==> run_1/logic_types.png <==
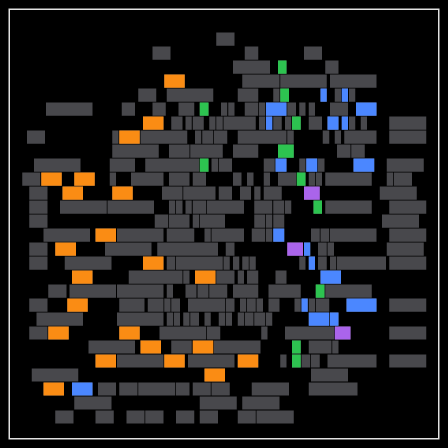
==> run_1/flops_by_reg.png <==
Other sequential cells in the stronger grey, the rest of the logic in the fainter grey.
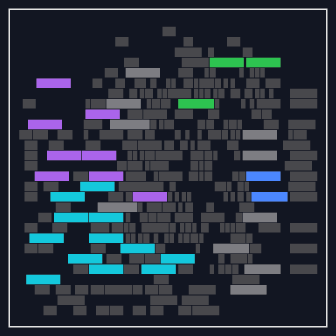
==> run_1/power_grid.png <==
Pins as bars on the die edge.
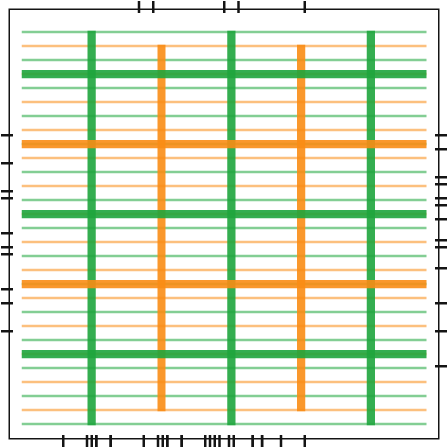
===== config.mk =====
export PLATFORM = sky130hd
export DESIGN_NAME = mlp_layer_sequencer_flat
export DESIGN_NICKNAME = d
export VERILOG_FILES = /design/src/rtl/mlp_layer_sequencer_if.sv /design/src/rtl/mlp_layer_sequencer.sv /design/src/flat_wrapper.sv
export SDC_FILE = /design/constraint.sdc
export NUM_CORES = 1
export LEC_CHECK = 0
export ABC_AREA = 1
export CAP_MARGIN = 5
export CORE_MARGIN = 2
export CORE_UTILIZATION = 30
export DETAILED_ROUTE_END_ITERATION = 8
export PLACE_DENSITY = 0.54
export SYNTH_ARGS = -nofsm -noshare
export SYNTH_HDL_FRONTEND = slang
export SYNTH_SLANG_ARGS = --single-unit

===== constraint.sdc =====
create_clock -name clk -period 1.65 [get_ports clk]
set_input_delay 0.165 -clock clk [delete_from_list [all_inputs] [get_ports clk]]
set_output_delay 0.165 -clock clk [all_outputs]
set_load 0.1 [all_outputs]

===== src/rtl/mlp_layer_sequencer_if.sv =====
// rtl/mlp_layer_sequencer_if.sv - control/config bundle between MLP layer sequencer and datapath (optional stall under MLP_SEQ_STALL_EN)
interface mlp_layer_sequencer_if #(
    parameter int MAX_LAYERS = 4,
    parameter int LAYER_W    = 2,
    parameter int IN_W       = 3,
    parameter int B_W        = 2
) ();
    logic                         start;
    logic [LAYER_W-1:0]           cfg_num_layers;
    logic [MAX_LAYERS*IN_W-1:0]   cfg_in_last;
    logic [MAX_LAYERS*B_W-1:0]    cfg_batch_last;
    logic                         mem_ready;
    logic                         results_ready;
`ifdef MLP_SEQ_STALL_EN
    logic                         stall;
`endif
    logic                         busy;
    logic                         finish;
    logic [LAYER_W-1:0]           layer_idx;
    logic                         input_en;
    logic                         issue_valid;
    logic [IN_W-1:0]              input_sel;
    logic [B_W+IN_W-1:0]          w_addr;
    logic [B_W-1:0]               b_addr;
    logic                         bias_sel;
    logic                         res_we;
    logic [B_W-1:0]               res_addr;
    logic                         pipe_flush;

    modport master (
`ifdef MLP_SEQ_STALL_EN
        input  stall,
`endif
        input  start, cfg_num_layers, cfg_in_last, cfg_batch_last,
        input  mem_ready, results_ready,
        output busy, finish, layer_idx, input_en, issue_valid, input_sel,
        output w_addr, b_addr, bias_sel, res_we, res_addr, pipe_flush
    );

    modport slave (
`ifdef MLP_SEQ_STALL_EN
        output stall,
`endif
        output start, cfg_num_layers, cfg_in_last, cfg_batch_last,
        output mem_ready, results_ready,
        input  busy, finish, layer_idx, input_en, issue_valid, input_sel,
        input  w_addr, b_addr, bias_sel, res_we, res_addr, pipe_flush
    );
endinterface


===== src/rtl/mlp_layer_sequencer.sv =====
// rtl/mlp_layer_sequencer.sv - multi-layer MLP PU-array sequencer; MLP_SEQ_STALL_EN adds an issue-side stall input
module mlp_layer_sequencer #(
    parameter int MAX_LAYERS = 4,
    parameter int LAYER_W    = 2,
    parameter int IN_W       = 3,
    parameter int B_W        = 2
) (
    input  logic                    clk,
    input  logic                    rst,
    mlp_layer_sequencer_if.master   bus
);
    typedef enum logic [2:0] {
        S_IDLE,
        S_LOAD,
        S_RUN,
        S_SWITCH,
        S_DONE
    } state_t;

    state_t             state;
    state_t             state_nxt;

    logic [LAYER_W-1:0] cap_num_layers;
    logic [IN_W-1:0]    cap_in_last    [MAX_LAYERS];
    logic [B_W-1:0]     cap_batch_last [MAX_LAYERS];
    logic [LAYER_W-1:0] layer_idx;

    logic [IN_W-1:0]    in_itr;
    logic [B_W-1:0]     batch_itr;
    logic [B_W-1:0]     res_addr;
    logic               issued_all;

    logic [IN_W-1:0]    cur_in_last;
    logic [B_W-1:0]     cur_batch_last;
    logic               stall_act;
    logic               issue_go;
    logic               in_wrap;
    logic               batch_wrap;
    logic               res_fire;
    logic               layer_done;
    logic               last_layer;

    // Limits of the layer currently being processed, from the captured config
    assign cur_in_last    = cap_in_last[layer_idx];
    assign cur_batch_last = cap_batch_last[layer_idx];

`ifdef MLP_SEQ_STALL_EN
    assign stall_act = bus.stall;
`else
    assign stall_act = 1'b0;
`endif

    // A stalled cycle freezes only the issue side; result counting keeps going
    assign issue_go   = (state == S_RUN) && !issued_all && !stall_act;
    assign in_wrap    = (in_itr == cur_in_last);
    assign batch_wrap = (batch_itr == cur_batch_last);
    assign res_fire   = (state == S_RUN) && bus.results_ready;
    assign layer_done = res_fire && (res_addr == cur_batch_last);
    assign last_layer = (layer_idx == cap_num_layers);

    // State register
    always_ff @(posedge clk or posedge rst) begin
        if (rst) begin
            state <= S_IDLE;
        end else begin
            state <= state_nxt;
        end
    end

    // Next-state and state-decoded control outputs
    always_comb begin
        state_nxt      = state;
        bus.busy       = 1'b0;
        bus.finish     = 1'b0;
        bus.input_en   = 1'b0;
        bus.pipe_flush = 1'b0;
        case (state)
            S_IDLE: begin
                // gated by rst so every output reads 0 while reset is held
                if (bus.start && !rst) begin
                    bus.input_en = 1'b1;
                    state_nxt    = S_LOAD;
                end
            end
            S_LOAD: begin
                bus.busy = 1'b1;
                if (bus.mem_ready) begin
                    state_nxt = S_RUN;
                end else begin
                    bus.pipe_flush = 1'b1;
                end
            end
            S_RUN: begin
                bus.busy = 1'b1;
                if (layer_done) begin
                    state_nxt = last_layer ? S_DONE : S_SWITCH;
                end
            end
            S_SWITCH: begin
                bus.busy       = 1'b1;
                bus.pipe_flush = 1'b1;
                state_nxt      = S_RUN;
            end
            S_DONE: begin
                bus.busy       = 1'b1;
                bus.finish     = 1'b1;
                bus.pipe_flush = 1'b1;
                state_nxt      = S_IDLE;
            end
            default: state_nxt = S_IDLE;
        endcase
    end

    // Address/select outputs follow the iterators directly
    assign bus.issue_valid = issue_go;
    assign bus.input_sel   = in_itr;
    assign bus.w_addr      = {batch_itr, in_itr};
    assign bus.b_addr      = batch_itr;
    assign bus.bias_sel    = issue_go && in_wrap;
    assign bus.res_we      = res_fire;
    assign bus.res_addr    = res_addr;
    assign bus.layer_idx   = layer_idx;

    // Configuration is captured only on an accepted start so later cfg changes are ignored
    always_ff @(posedge clk or posedge rst) begin
        if (rst) begin
            cap_num_layers <= '0;
            for (int k = 0; k < MAX_LAYERS; k++) begin
                cap_in_last[k]    <= '0;
                cap_batch_last[k] <= '0;
            end
        end else if (state == S_IDLE && bus.start) begin
            cap_num_layers <= bus.cfg_num_layers;
            for (int k = 0; k < MAX_LAYERS; k++) begin
                cap_in_last[k]    <= bus.cfg_in_last[k*IN_W +: IN_W];
                cap_batch_last[k] <= bus.cfg_batch_last[k*B_W +: B_W];
            end
        end
    end

    // Layer index advances leaving SWITCH and returns to 0 on the way back to IDLE
    always_ff @(posedge clk or posedge rst) begin
        if (rst) begin
            layer_idx <= '0;
        end else if (state == S_SWITCH) begin
            layer_idx <= layer_idx + 1'b1;
        end else if (state == S_DONE) begin
            layer_idx <= '0;
        end
    end

    // Issue iterators and result counter; held cleared whenever not in RUN so each layer starts fresh
    always_ff @(posedge clk or posedge rst) begin
        if (rst) begin
            in_itr     <= '0;
            batch_itr  <= '0;
            res_addr   <= '0;
            issued_all <= 1'b0;
        end else if (state != S_RUN) begin
            in_itr     <= '0;
            batch_itr  <= '0;
            res_addr   <= '0;
            issued_all <= 1'b0;
        end else begin
            if (issue_go) begin
                if (in_wrap) begin
                    in_itr <= '0;
                    if (batch_wrap) begin
                        batch_itr  <= '0;
                        issued_all <= 1'b1;
                    end else begin
                        batch_itr <= batch_itr + 1'b1;
                    end
                end else begin
                    in_itr <= in_itr + 1'b1;
                end
            end
            if (res_fire) begin
                res_addr <= layer_done ? '0 : res_addr + 1'b1;
            end
        end
    end
endmodule


===== src/flat_wrapper.sv =====
// flat-port wrapper written by rule: the top's interface ports become plain ports
module mlp_layer_sequencer_flat 
#(
    parameter int MAX_LAYERS = 4,
    parameter int LAYER_W    = 2,
    parameter int IN_W       = 3,
    parameter int B_W        = 2
)
  (clk, rst, bus_start, bus_cfg_num_layers, bus_cfg_in_last, bus_cfg_batch_last, bus_mem_ready, bus_results_ready, bus_busy, bus_finish, bus_layer_idx, bus_input_en, bus_issue_valid, bus_input_sel, bus_w_addr, bus_b_addr, bus_bias_sel, bus_res_we, bus_res_addr, bus_pipe_flush);
  mlp_layer_sequencer_if #(.MAX_LAYERS(MAX_LAYERS), .LAYER_W(LAYER_W), .IN_W(IN_W), .B_W(B_W)) bus_i ();
  input  logic clk;
  input  logic rst;
  input wire logic [$bits(bus_i.start)-1:0] bus_start;
  input wire logic [$bits(bus_i.cfg_num_layers)-1:0] bus_cfg_num_layers;
  input wire logic [$bits(bus_i.cfg_in_last)-1:0] bus_cfg_in_last;
  input wire logic [$bits(bus_i.cfg_batch_last)-1:0] bus_cfg_batch_last;
  input wire logic [$bits(bus_i.mem_ready)-1:0] bus_mem_ready;
  input wire logic [$bits(bus_i.results_ready)-1:0] bus_results_ready;
  output wire logic [$bits(bus_i.busy)-1:0] bus_busy;
  output wire logic [$bits(bus_i.finish)-1:0] bus_finish;
  output wire logic [$bits(bus_i.layer_idx)-1:0] bus_layer_idx;
  output wire logic [$bits(bus_i.input_en)-1:0] bus_input_en;
  output wire logic [$bits(bus_i.issue_valid)-1:0] bus_issue_valid;
  output wire logic [$bits(bus_i.input_sel)-1:0] bus_input_sel;
  output wire logic [$bits(bus_i.w_addr)-1:0] bus_w_addr;
  output wire logic [$bits(bus_i.b_addr)-1:0] bus_b_addr;
  output wire logic [$bits(bus_i.bias_sel)-1:0] bus_bias_sel;
  output wire logic [$bits(bus_i.res_we)-1:0] bus_res_we;
  output wire logic [$bits(bus_i.res_addr)-1:0] bus_res_addr;
  output wire logic [$bits(bus_i.pipe_flush)-1:0] bus_pipe_flush;
  assign bus_i.start = bus_start;
  assign bus_i.cfg_num_layers = bus_cfg_num_layers;
  assign bus_i.cfg_in_last = bus_cfg_in_last;
  assign bus_i.cfg_batch_last = bus_cfg_batch_last;
  assign bus_i.mem_ready = bus_mem_ready;
  assign bus_i.results_ready = bus_results_ready;
  assign bus_busy = bus_i.busy;
  assign bus_finish = bus_i.finish;
  assign bus_layer_idx = bus_i.layer_idx;
  assign bus_input_en = bus_i.input_en;
  assign bus_issue_valid = bus_i.issue_valid;
  assign bus_input_sel = bus_i.input_sel;
  assign bus_w_addr = bus_i.w_addr;
  assign bus_b_addr = bus_i.b_addr;
  assign bus_bias_sel = bus_i.bias_sel;
  assign bus_res_we = bus_i.res_we;
  assign bus_res_addr = bus_i.res_addr;
  assign bus_pipe_flush = bus_i.pipe_flush;
  mlp_layer_sequencer #(.MAX_LAYERS(MAX_LAYERS), .LAYER_W(LAYER_W), .IN_W(IN_W), .B_W(B_W)) u_core (.clk(clk), .rst(rst), .bus(bus_i));
endmodule

==> results_dict.tcl, run 1 <==
# yosys + openroad results
set metrics [dict create \
    grt_pass1_vias 1509 \
    n_antenna_cell 0 \
    setup.worst_path.end_class "output pin" \
    path_class "flip-flop to output pin" \
    violations "negative setup slack" \
    path_buffers 2 \
    synth_area_um2 1880 \
    ys_cells 213 \
    syn_area_per_cell_um2 8.83 \
    finClkSkew_ns 0.0120 \
    tapcell.inserted 75 \
    clkCellAreaFrac_pct 2.61 \
    cts_hold_buf 0 \
    grt_start_max_net_pins 36 \
    hpwl_mm 3.28 \
    place_congestion 0.778 \
    largest_class "logic gates" \
    maxCapViolations 0 \
    setup_violations 4 \
    fin_crit_ns 1.87 \
    num_rows 28 \
    ys_seq_share_pct 46.6 \
    whs_ns 0.466 \
    fmax_ghz 0.534 \
    root_buffer "clkbuf_8" \
    io_buffers 47 \
    cts_resized 13 \
    pin_count 48 \
    status "complete, but fails checks" \
    cts_max_level 2 \
    insertion_delay_ns 0.29 \
    edf_count 0 \
    cts_tree "done" \
    cts_buffer_depth 2 \
    setup_slack_ns -0.224 \
    drt_wl_total_mm 4.74 \
    crit_fanout 6 \
    drc 0 \
    ant_nets 0 \
    vias_per_cell 4.61 \
    logic_area_um2 1060 \
    crit_arrival_ns 1.71 \
    die-area_um2 6920 \
    area_growth_pct 65.7 \
    num_vias 1637 \
    max_stage_delay_ns 0.53 \
    fillers 548 \
    drt-wirelength-per-cell_um 13.3 \
    slew_violations 0 \
    critPathTopFamily "simple AND/OR/NAND/NOR gates" \
    seq_cells 35 \
    initCoreUtil_pct 31.4 \
]
About logic_types.png:
Key: purple = XOR/XNOR gates [cells 3, most used xor2_1]; green = inverting AOI/OAI gates [cells 11]; orange = multiplexers [cells 22, most used mux2_2]; blue = NOR gates [cells 19, most used nor2_1]

About flops_by_reg.png:
Key: blue = u_core.bus.b_addr [sequential cells 2]; cyan = u_core.cap_in_last [sequential cells 12]; green = u_core.state [sequential cells 3]; purple = u_core.cap_batch_last [sequential cells 8, where west]
Another 10 sequential cells are not coloured.
Final Util: 52.0%
Seq/total area: 28.5%
Reg area: 890 um2

About power_grid.png:
Key: green = VSS; orange = VDD
5 straps on met5. 5 straps on met4.
Die W: 83.2 um
Die Y: 83.2 um

==> run 1: cells in the mapped netlist, drive strengths merged (2+ instances only) <==
master / n / area [um2]
nand2: 56 / 215
dfrtp: 35 / 876
nand3: 28 / 158
mux2: 22 / 248
inv: 21 / 78.8
nor2: 17 / 78.8
buf: 9 / 66.3
o21ai: 9 / 48.8
a21oi: 2 / 10.0
nand3b: 2 / 15.0
nand4: 2 / 12.5
nor3: 2 / 10.0
or2: 2 / 12.5
xor2: 2 / 17.5
==> run 1: final timing paths <==
path                                                      startpoint                              endpoint  slack (ns)  cells past startpoint
worst max-delay path             u_core.bus.layer_idx[0]$_DFFE_PP0P_                          bus_bias_sel       -0.22                      9
worst min-delay path                              bus_cfg_in_last[9]     u_core.cap_in_last[0]$_DFFE_PP0P_        0.47                      2
worst max register to register   u_core.bus.layer_idx[0]$_DFFE_PP0P_      u_core.bus.b_addr[0]$_DFFE_PP0P_       -0.02                     11
worst min register to register  u_core.cap_num_layers[1]$_DFFE_PP0P_  u_core.cap_num_layers[1]$_DFFE_PP0P_        0.51                      1
max in group asynchronous                                        rst   u_core.bus.layer_idx[1]$_DFFE_PP0P_        0.81                      3
min in group asynchronous                                        rst         u_core.issued_all$_DFFE_PP0P_        0.48                      3
==> run 1: layout by cell type, fill, tap and decap left out, types with 5 or more instances in the layout <==
master / Yosys / layout
dfrtp_2: 0 / 5
nand2_1: 54 / 41
nand2_4: 0 / 5
nand3_4: 1 / 7
inv_1: 19 / 16
nor2_1: 13 / 7
clkbuf_8: 0 / 5
buf_4: 6 / 16
buf_12: 0 / 23
dfrtp_1: 35 / 28
nand3_1: 26 / 15
nand2_2: 2 / 10
nand3_2: 1 / 6
mux2_2: 15 / 15
nor2_4: 1 / 6
clkdlybuf4s50_1: 0 / 26
mux2_1: 7 / 7
==> run 1: through the flow <==
stage	std cells	setup WS (ns)	cell area [um2]
after global placement	335	0.0323	2760
after global routing	355	-0.321	3120
after detailed placement	335	-0.00430	2760
after CTS	354	-0.233	2990
final	355	-0.224	3120
after floorplan	213	-0.584	1980
==> run 1: per-layer routing <==
| layer | vias to the layer above | share of wire, % | global-route usage [%] |
|---|---|---|---|
| li1 | 827 | - | - |
| met1 | 760 | 46 | 18.4 |
| met2 | 42 | 47 | 21.2 |
| met3 | 8 | 4.3 | 3.58 |
| met4 | 0 | 2.6 | 6.11 |
| met5 | - | 0 | 0 |
==> run 1: flip-flops by register name, indices dropped and copies added, names as in the netlist <==
register               flops
u_core.cap_batch_last      8
u_core.cap_in_last        12
u_core.bus.res_addr        2
u_core.bus.layer_idx       2
u_core.issued_all          1
u_core.cap_num_layers      2
u_core.state               3
u_core.bus.b_addr          2
u_core.bus.input_sel       3
==> run 1: cells by family after synthesis <==
| logic type | synth area share (%) |
|---|---|
| AND/OR/NAND/NOR | 26.7 |
| flip-flops | 46.6 |
| buffers and inverters | 7.92 |
| multiplexers | 13.2 |
| AND-OR/OR-AND | 3.59 |
| XOR/XNOR | 1.40 |
| adder cells (fa/ha/maj) | 0.665 |
==> run_1/detail.png <==
Region (0, 33) to (50, 83) um. Cells in grey, sequential cells in the stronger grey; small squares are vias.
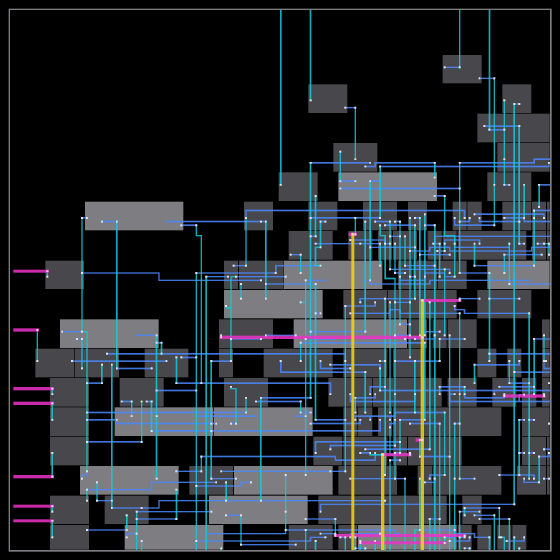

==> run 2, diff against run 1 <==
- ABC_AREA: 1 -> 0
- clock period: 1.65 -> 1.9 ns (I/O delays scaled with it)
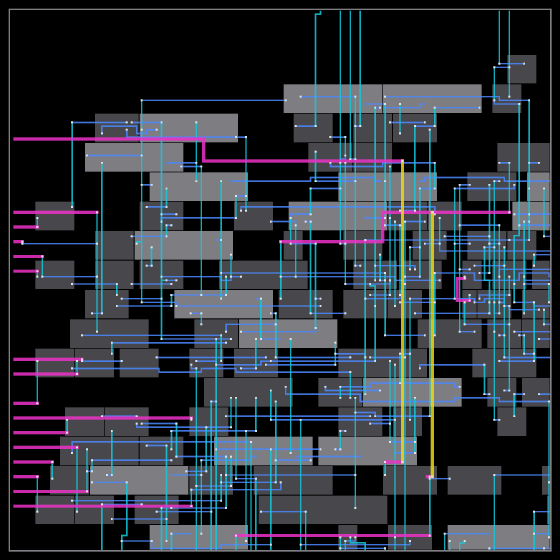
(run_2/detail.png)
Region (0, 33) to (50, 83) um. Cells in grey, sequential cells in the stronger grey; small squares are vias.
Key: yellow = metal 4; blue = metal 1; cyan = metal 2; magenta = metal 3
Sequential cells in the window: 16. Most frequent: clkdlybuf4s50_1 (16), mux2_2 (15), dfrtp_1 (15). 87 logic cells have their middle in the window. Netlist names of flops here include u_core.cap_in_last (12), u_core.cap_batch_last (3).

==> results_dict.tcl, run 2 <==
# yosys + openroad results
set metrics [dict create \
    ant_nets 0 \
    path_class "flip-flop to output pin" \
    fin_crit_ns 2.14 \
    io_buffers 47 \
    crit_arrival_ns 1.95 \
    synth_area_um2 1880 \
    place_area_um2 2650 \
    drt-wirelength-per-cell_um 14.9 \
    num_vias 1487 \
    crit_start "u_core.bus.layer_idx[1]$_DFFE_PP0P_" \
    finClkSkew_ns 0.00509 \
    num_rows 28 \
    flop_area_um2 890 \
    top_area_share_pct 46.6 \
    fmax_ghz 0.468 \
    layout_top_cell "buf_4" \
    final_cell_mix "buf_4 (34), dfrtp_1 (28), clkdlybuf4s50_1 (26)" \
    setup_slack_ns -0.238 \
    drt_wl_total_mm 4.56 \
    root_buffer "clkbuf_8" \
    top_cells_by_area "dfrtp_1 (47%), mux2_2 (13%), xnor2_1 (4.7%)" \
    whs_ns 0.447 \
    cts_buffer_depth 2 \
    cts_hold_buf 0 \
    rr_startpoint "u_core.bus.layer_idx[0]$_DFFE_PP0P_" \
    die_w_um 83.1 \
    path_buffers 1 \
    violations "negative setup slack" \
    drc 0 \
    setup.worst_path.end_class "output pin" \
    pre_cts_ws_ns -0.0440 \
    ys_cells 161 \
    syn_area_per_cell_um2 11.7 \
    top_register "u_core.cap_in_last" \
    cts_max_level 2 \
    maxCapViolations 0 \
    edf_count 0 \
    grt_pass1_vias 1524 \
    slew_violations 0 \
    largest_register_ffs 12 \
    top_cell "dfrtp_1" \
    ys_seq_share_pct 46.6 \
    n_antenna_cell 0 \
    setup_violations 4 \
    initCoreUtil_pct 31.3 \
    pin_count 48 \
    vias_per_cell 4.86 \
    synth.largest_area_cell "dfrtp_1" \
    critPathTopFamily "flip-flops" \
    fillers 521 \
    logic_area_um2 1060 \
    status "complete, but fails checks" \
    insertion_delay_ns 0.29 \
]
## run 2: cell types whose count changed in the layout (fill, tap and decap cells not counted), moves of 7 or more
cell	before	now
nand2_1	41	6
inv_1	16	4
nand3_1	15	1
buf_12	23	10
buf_4	16	34
nand2_2	10	2
nand3_4	7	0
## run 2: worst paths after layout
| path | endpoint | slack, ns | depth (start not counted) |
|---|---|---|---|
| setup / recovery | bus_bias_sel | -0.24 | 6 |
| hold / removal | u_core.cap_batch_last[6]$_DFFE_PP0P_ | 0.45 | 3 |
| min in group clk | u_core.cap_num_layers[1]$_DFFE_PP0P_ | 0.51 | 2 |
| max in group asynchronous | u_core.bus.layer_idx[1]$_DFFE_PP0P_ | 1.11 | 3 |
| setup reg to reg | u_core.state[0]$_DFFE_PP0P_ | -0.10 | 6 |
| hold reg to reg | u_core.cap_in_last[9]$_DFFE_PP0P_ | 0.51 | 1 |
## run 2: final cells by class
| type | instances | share of cell area [%] |
|---|---|---|
| Multi-Input combinational cell | 109 | 36.0 |
| Sequential cell | 35 | 30.3 |
| Timing Repair Buffer | 75 | 27.0 |
| Tap cell | 75 | 3.20 |
| Clock buffer | 5 | 2.34 |
| Clock inverter | 3 | 0.682 |
| Inverter | 4 | 0.511 |
## run 2: timing repair
action	CTS	global route
resized	5	16
pin swaps	4	9
setup endpoints to repair	5	11
buffers inserted	6	4
hold endpoints to repair	0	0
gates cloned	1	0
## run 2: kinds of logic after synthesis
group / share of synthesized area (%)
simple gates: 13.0
fa+ha+maj: 0.666
xor+xnor: 5.60
mux: 19.5
compound gates: 9.86
buf+inv: 4.80
flops: 46.6
## run 2: worst min-delay path, cell delays in order
cell             delay, ns
clkdlybuf4s50_1       0.45
inv_1                 0.12
buf_4                 0.41
## run 2: routing by layer
layer  up-vias  GRT usage [%]  share of wire [%]
met1       728           17.0                 43
met5         -              0                  0
met2        36           23.0                 51
met3         4           3.88                4.9
li1        719              -                  -
met4         0           4.77                1.1
## run 2: metrics by stage
stage                     setup TNS, ns  util [%]  instances
after global placement                0      44.2        287
after detailed placement         -0.117      44.2        287
after CTS                        -0.562      47.2        302
final                            -0.518      49.0        306
after floorplan                   -1.70         -        161
after global routing             -0.986      49.0        306
